Fig. 1: run 1, clock network drawn from the DEF
Scale: 3 px per µm.
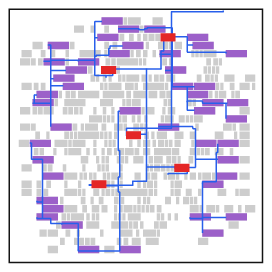
Fig. 2: run 1, I/O nets highlighted
Scale: 6 px per µm.
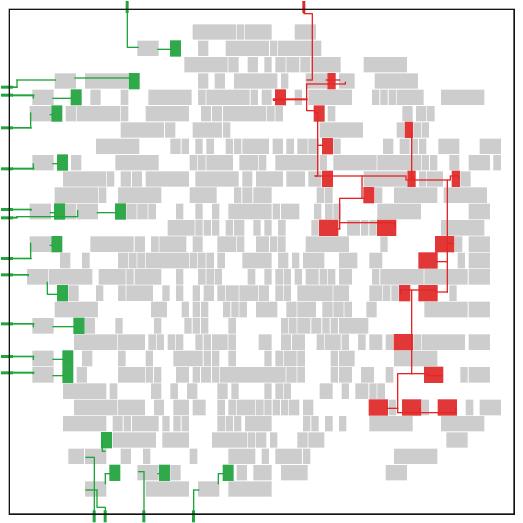
Fig. 3: run 1, cell classes on the final placement
Scale: 3 px per µm.
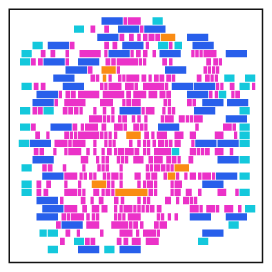
==> config.mk <==
export PLATFORM = sky130hd
export DESIGN_NAME = ef_smsdac_dsm
export DESIGN_NICKNAME = d
export VERILOG_FILES = /design/src/rtl/ef_smsdac_dsm.sv
export SDC_FILE = /design/constraint.sdc
export NUM_CORES = 1
export LEC_CHECK = 0
export ABC_AREA = 1
export ABC_CLOCK_PERIOD_IN_PS = 3250
export CAP_MARGIN = 20
export CORE_MARGIN = 2
export CORE_UTILIZATION = 45
export DETAILED_ROUTE_END_ITERATION = 6
export PLACE_DENSITY_LB_ADDON = 0.25
export SYNTH_ARGS = -nofsm -noshare
export SYNTH_HDL_FRONTEND = slang
export SYNTH_SLANG_ARGS = --single-unit
export TNS_END_PERCENT = 100
==> constraint.sdc <==
create_clock -name clk -period 3.25 [get_ports clk]
set_clock_uncertainty 0.1 [all_clocks]
set_input_delay 0.65 -clock clk [delete_from_list [all_inputs] [get_ports clk]]
set_output_delay 0.65 -clock clk [all_outputs]
set_load 0.05 [all_outputs]
==> results.cfg, run 1 <==
; yosys + openroad results
[synth]
syn_inst = 403
muxShareOfSynthArea = 0
async_flop_share = 0
synthAoiAreaFrac = 0.1781
yosysUniqueCellTypes = 28
top_area_cell = dfxtp_1
synthAdderAreaFrac = 0.1358
top_cell_area_share = 0.3204
syn_nets = 450
syn_area_per_cell_um2 = 7.132
xor_area_frac = 0.02133
ys_area_um2 = 2874
topCellsByArea = dfxtp_1 (32%), nand2_1 (13%), inv_1 (8.8%), ha_1 (8.7%), a21oi_1 (7.1%)
yosys.stat.seqShare = 0.3204
ys_cells = 403
syn_area_um2 = 2874
edf_count = 0
top_logic_kind = simple AND/OR/NAND/NOR gates
simple_gate_share = 0.2333
ys_warn_count = 0

[final_layout]
signal_buffers = 35
syn_to_final_growth_pct = 17.07
combGateArea_um2 = 1634
n_clock_buffer = 6
sh_seq_area = 0.2737
num-nets-final = 480
n_all_inverters = 70
lay_top_cells = nand2_1 (97), inv_1 (67), dfxtp_1 (46)
drive_above_1_share = 0.1083
flop-count = 46
seqCellArea_um2 = 920.9
buffer_area_frac = 0.1012
comb_area_frac = 0.4857
largest_reg_flops = 16
comb_cells = 275
diodes = 0
clk_share = 0.03273
finalNonFillerCells = 511

[cts]
postCtsSetupRepairBufs = 0
ctsResizeCount = 0
clock-root-buffer = clkbuf_8
cts_hold_buf = 0
cts_tree = yes
clk_pin_slew_ns = 0.09
h-tree-depth = 2
cts_made_buffers = 5
clockBufferDepth = 2

[worst_setup_path]
path_cells = inv_1, fa_1, inv_1, ha_1, fa_1, nand3_1, nand2_1, nand2_1, nand2_1, nand2_2, nand2_1, nand3_2, nand2_1, o21ai_0, nand2_1
crit_arrival_ns = 3.05
crit_family = adder cells
rrSetupSlack_ns = 0.30
critPathSlowestCell = fa_1
cpPeakStageDelay_ns = 0.51
crit_top_cell = nand2_1
crit_type = register to register
required_ns = 3.35
critical_path_peak_fanout = 13
crit_buf_inv = 2
cp.depth = 15

[final_timing]
hold_viol = 0
clock.fmax_mhz = 338.7
tightest_slew_ns = 0.6843
tns_ns = 0
drv_slew = 0
holdWs_ns = 0.3469
post-route-period-util = 0.9085
layout_min_cycle_time_ns = 2.953
setup_viol = 0
rsz0062_at_grt = false
relSlewSlack = 0.5427
fin_ws_ns = 0.2974

[run]
openroad.warnings = 28
drv_cap = 0

[route]
finalWirelength_um = 5690
drtIter0Drc = 80
detail_route.first_pass.iterations = 4
wire_per_inst_um = 11.14
viasPerCell = 4.836
drc = 0
ant_nets = 0

[die]
n_tap_cell = 77
initCoreUtil = 0.4578
die_y_um = 83.92
chipArea_um2 = 7042
die_width_um = 83.92

[pwr]
p_switching_uw = 846.3
power_density_nw_per_um2 = 619.7
finalPower_uw = 2085
p_seq_frac = 0.315
vdd_ir_drop_max_v = 0.0002633
p_seq_uw = 657
switching_share = 0.4059
pwr-share-comb = 0.480
p_comb_uw = 1000
power-top-group = combinational cells
intPower_uw = 1239

[global_routing]
antenna_found_initial = 0
grt_pass1_wl_um = 10130
grt_overflow_total = 0
track_usage = 0.1753
grt_pass1_vias = 2264

[placement]
postPlaceCellArea_um2 = 3254
routabilityCongestion = 0.9054
dp.cells = 503
dp_hpwl_um = 4503
dp_slack_ns = 0.3310

[status]
status = complete, no violations

[worst_hold_path]
hp-class = register to register
Back to the opening pictures, Fig. 1:
[purple] flip-flops | count: 46
[blue] clock wires | length: 611 µm
[red] clock drivers | count: 5
routed clock nets: 6
flops lie: widely spread
clock share of power: 0.205
clk ins delay skew pair: 0.31 ns
P_clk: 427 µW

Back to the opening pictures, Fig. 2:
| colour | port | bits | direction | end cells | buffers | wire |
|---|---|---|---|---|---|---|
| green | s_data | 16 | input | 16 | 16 | 134 µm |
| red | rst | 1 | input | 20 | 2 | 176 µm |
number of buffers added on ports: 31
# IOs: 32

Back to the opening pictures, Fig. 3:
| colour | class | cells |
|---|---|---|
| blue | flops | 46 |
| cyan | other buffers and delay cells | 35 |
| orange | clock drivers and dummy loads | 8 |
| magenta | combinational and other logic | 345 |
# rows: 29
Design Area, Final: 3364 µm²
core area: 6277 µm²
fin util: 0.5360

-- run 1: synthesized netlist by cell type, types with 2 or more instances --
| cell type | count |
|---|---|
| dfxtp_1 | 46 |
| clkbuf_1 | 10 |
| o21ai_0 | 31 |
| ha_1 | 20 |
| nor3_1 | 3 |
| nand3_1 | 10 |
| fa_1 | 7 |
| nand2_1 | 97 |
| a21oi_2 | 13 |
| a21oi_1 | 41 |
| nand3b_1 | 3 |
| inv_2 | 2 |
| xnor2_1 | 7 |
| nand2_2 | 14 |
| nand3_2 | 2 |
| nor2_1 | 17 |
| inv_1 | 67 |
| nor2_2 | 3 |
-- run 1: routing by layer --
metal,track usage,part of all wire,up-vias
li1,-,-,1322
met1,0.2394,0.51,1094
met2,0.2764,0.44,49
met3,0.03660,0.040,6
met4,0.05865,0.013,0
met5,0,0,-
Fig. 4: run 1, where the registers sit
Scale: 3 px per µm. Other sequential cells in the stronger grey, the rest of the logic in the fainter grey.
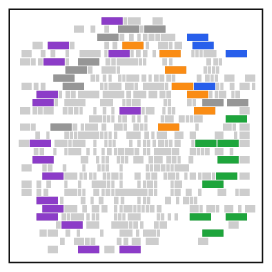

## Run 2: what changed since run 1
Settings changed: ABC_CLOCK_PERIOD_IN_PS 3250 to 3700, CORE_ASPECT_RATIO set to 1.1.
Clock period 3.25 ns to 3.7 ns, I/O delays scaled along.
Fig. 5: run 2, where the registers sit
Scale: 3 px per µm. Other sequential cells in the stronger grey, the rest of the logic in the fainter grey.
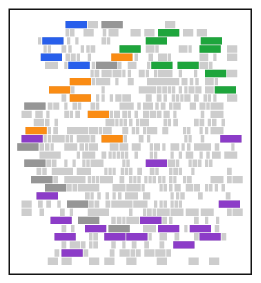
| colour | signal | sequential cells |
|---|---|---|
| blue | phase_q | 4 |
| purple | hold_q | 16 |
| orange | e1_q | 7 |
| green | q_q | 9 |
not coloured: 10
flop share of the area: 0.2744
flip-flop and latch power: 581 µW

==> run 2 against run 1 <==
  * Highest routed layer unchanged
  * Utilization is 0.91 points higher
  * Critical path depth stayed put
  * First-iteration DRC count is 10% higher
  * Synthesized cell count stayed put
  * Cell count stayed put
  * Synthesized area stayed put
  * Combinational power is about 10% lower
  * Critical path type unchanged
  * Worst hold slack better by 0.0077 ns
  * Fmax is 0.60% higher
  * Clock power is 11% lower
==> results.cfg, run 2 <==
; yosys + openroad results
[final_layout]
finalNonFillerCells = 511
nFillCells = 653
fin_util = 0.5451
syn_to_final_growth_pct = 16.76
drive_above_1_share = 0.1044
diodes = 0
lay_top_cells = nand2_1 (97), inv_1 (67), dfxtp_1 (46)
lay_top_count = nand2_1
num-nets-final = 478
postLayoutCellArea_um2 = 3356
largest_reg_flops = 16

[worst_setup_path]
critical_path_peak_fanout = 13
crit_top_cell = nand2_1
crit_type = register to register
cpPeakStageDelay_ns = 0.53
crit_family = adder cells
crit_buf_inv = 2
startpoint_type = register
crit_arrival_ns = 3.02
critPathSlowestCell = fa_1
path_cells = inv_1, fa_1, inv_1, ha_1, fa_1, nand3_1, nand2_1, nand2_1, nand2_1, nand2_2, nand2_1, nand3_2, nand2_1, o21ai_0, nand2_1
cp-end-kind = register
rrSetupSlack_ns = 0.77
cp.depth = 15
reg2reg_depth = 15
required_ns = 3.79

[cts]
ctsResizeCount = 0
cts.sink_count = 46
cts_tree = yes
clkLatencyLatePin_ns = 0.30
cts_hold_buf = 0
clock-root-buffer = clkbuf_8
cts_made_buffers = 5
h-tree-depth = 2
clk_pin_slew_ns = 0.08
clockBufferDepth = 2
postCtsSetupRepairBufs = 0

[synth]
top_area_cell = dfxtp_1
synthAoiAreaFrac = 0.1781
topCellsByArea = dfxtp_1 (32%), nand2_1 (13%), inv_1 (8.8%), ha_1 (8.7%), a21oi_1 (7.1%)
ys_area_um2 = 2874
ys_warn_count = 0
muxShareOfSynthArea = 0
async_flop_share = 0
synthAdderAreaFrac = 0.1358
syn_inst = 403
yosys-top-cells-count = nand2_1 (97), inv_1 (67), dfxtp_1 (46)
syn_nets = 450
top_cell_area_share = 0.3204
simple_gate_share = 0.2333
xor_area_frac = 0.02133
top_logic_kind = simple AND/OR/NAND/NOR gates
most_common_cell = nand2_1
synth-main-ff-cell = dfxtp_1
syn_area_per_cell_um2 = 7.132
syn_area_um2 = 2874
edf_count = 0
yosys.stat.seqShare = 0.3204
yosysUniqueCellTypes = 28
ys_cells = 403
ys_seq_elements = 46

[final_timing]
clock.fmax_mhz = 340.7
relSlewSlack = 0.5537
fin_ws_ns = 0.7651
setup_viol = 0
hold_viol = 0
drv_slew = 0
layout_min_cycle_time_ns = 2.935
tns_ns = 0
holdWs_ns = 0.3546
rsz0062_at_grt = false
post-route-period-util = 0.7932
tightest_slew_ns = 0.6678

[route]
finalWirelength_um = 5834
wire_per_inst_um = 11.42
drtIter0Drc = 88
ant_nets = 0
drc = 0
detail_route.first_pass.iterations = 4
viasPerCell = 4.881
vias = 2494

[placement]
dp_hpwl_um = 4634
dp_slack_ns = 0.8030
routabilityCongestion = 0.8697
io_buffers = 31
postPlaceCellArea_um2 = 3243
dp.cells = 504

[pwr]
pwr-share-comb = 0.477
power-top-group = combinational cells
pg_clk_uw = 380
p_switching_uw = 736.2
power_density_nw_per_um2 = 547.6
vdd_ir_drop_max_v = 0.0002331
p_seq_frac = 0.316
switching_share = 0.4006
p_comb_uw = 877
leakagePower_uw = 0.001542
intPower_uw = 1101
finalPower_uw = 1838
power_frac_clock = 0.207

[run]
openroad.warnings = 28
drv_cap = 0

[global_routing]
grt_use_met3 = 0.03196
grt_pass1_vias = 2405
grt_max_degree = 25
use_met1 = 0.2087
antenna_found_initial = 0
met2_usage = 0.3485
track_usage = 0.1840
grt_overflow_total = 0
grt_pass1_wl_um = 10260
busiest_layer = met2

[worst_hold_path]
min_delay_path_depth = 1
hp-class = register to register

[status]
status = complete, no violations

[die]
die_y_um = 87.82
initCoreUtil = 0.4669
core_area_um2 = 6156
io-pin-count = 32
chipArea_um2 = 7042
num_rows = 30
die_width_um = 80.20
[run 2: cell counts after synthesis]
Identical to the previous run, type by type.
[run 2: metal layers]
metal | vias to the layer above | routed length, µm
li1 | 1323 | -
met1 | 1134 | 2567
met2 | 27 | 3023
met3 | 10 | 135
met4 | 0 | 108
met5 | - | 0
[run 2: area by class of cell]
class	count	area [µm²]	share of cell area
flip-flops and latches	46	920.9	0.2744
clock inverters	1	30.03	0.008949
inverters	70	262.8	0.07830
well taps	80	100.1	0.02983
clock buffers	6	82.58	0.02461
repair buffers	33	325.3	0.09694
multi-input cells	275	1634	0.4870
Power is estimated from default activity; no workload was simulated.
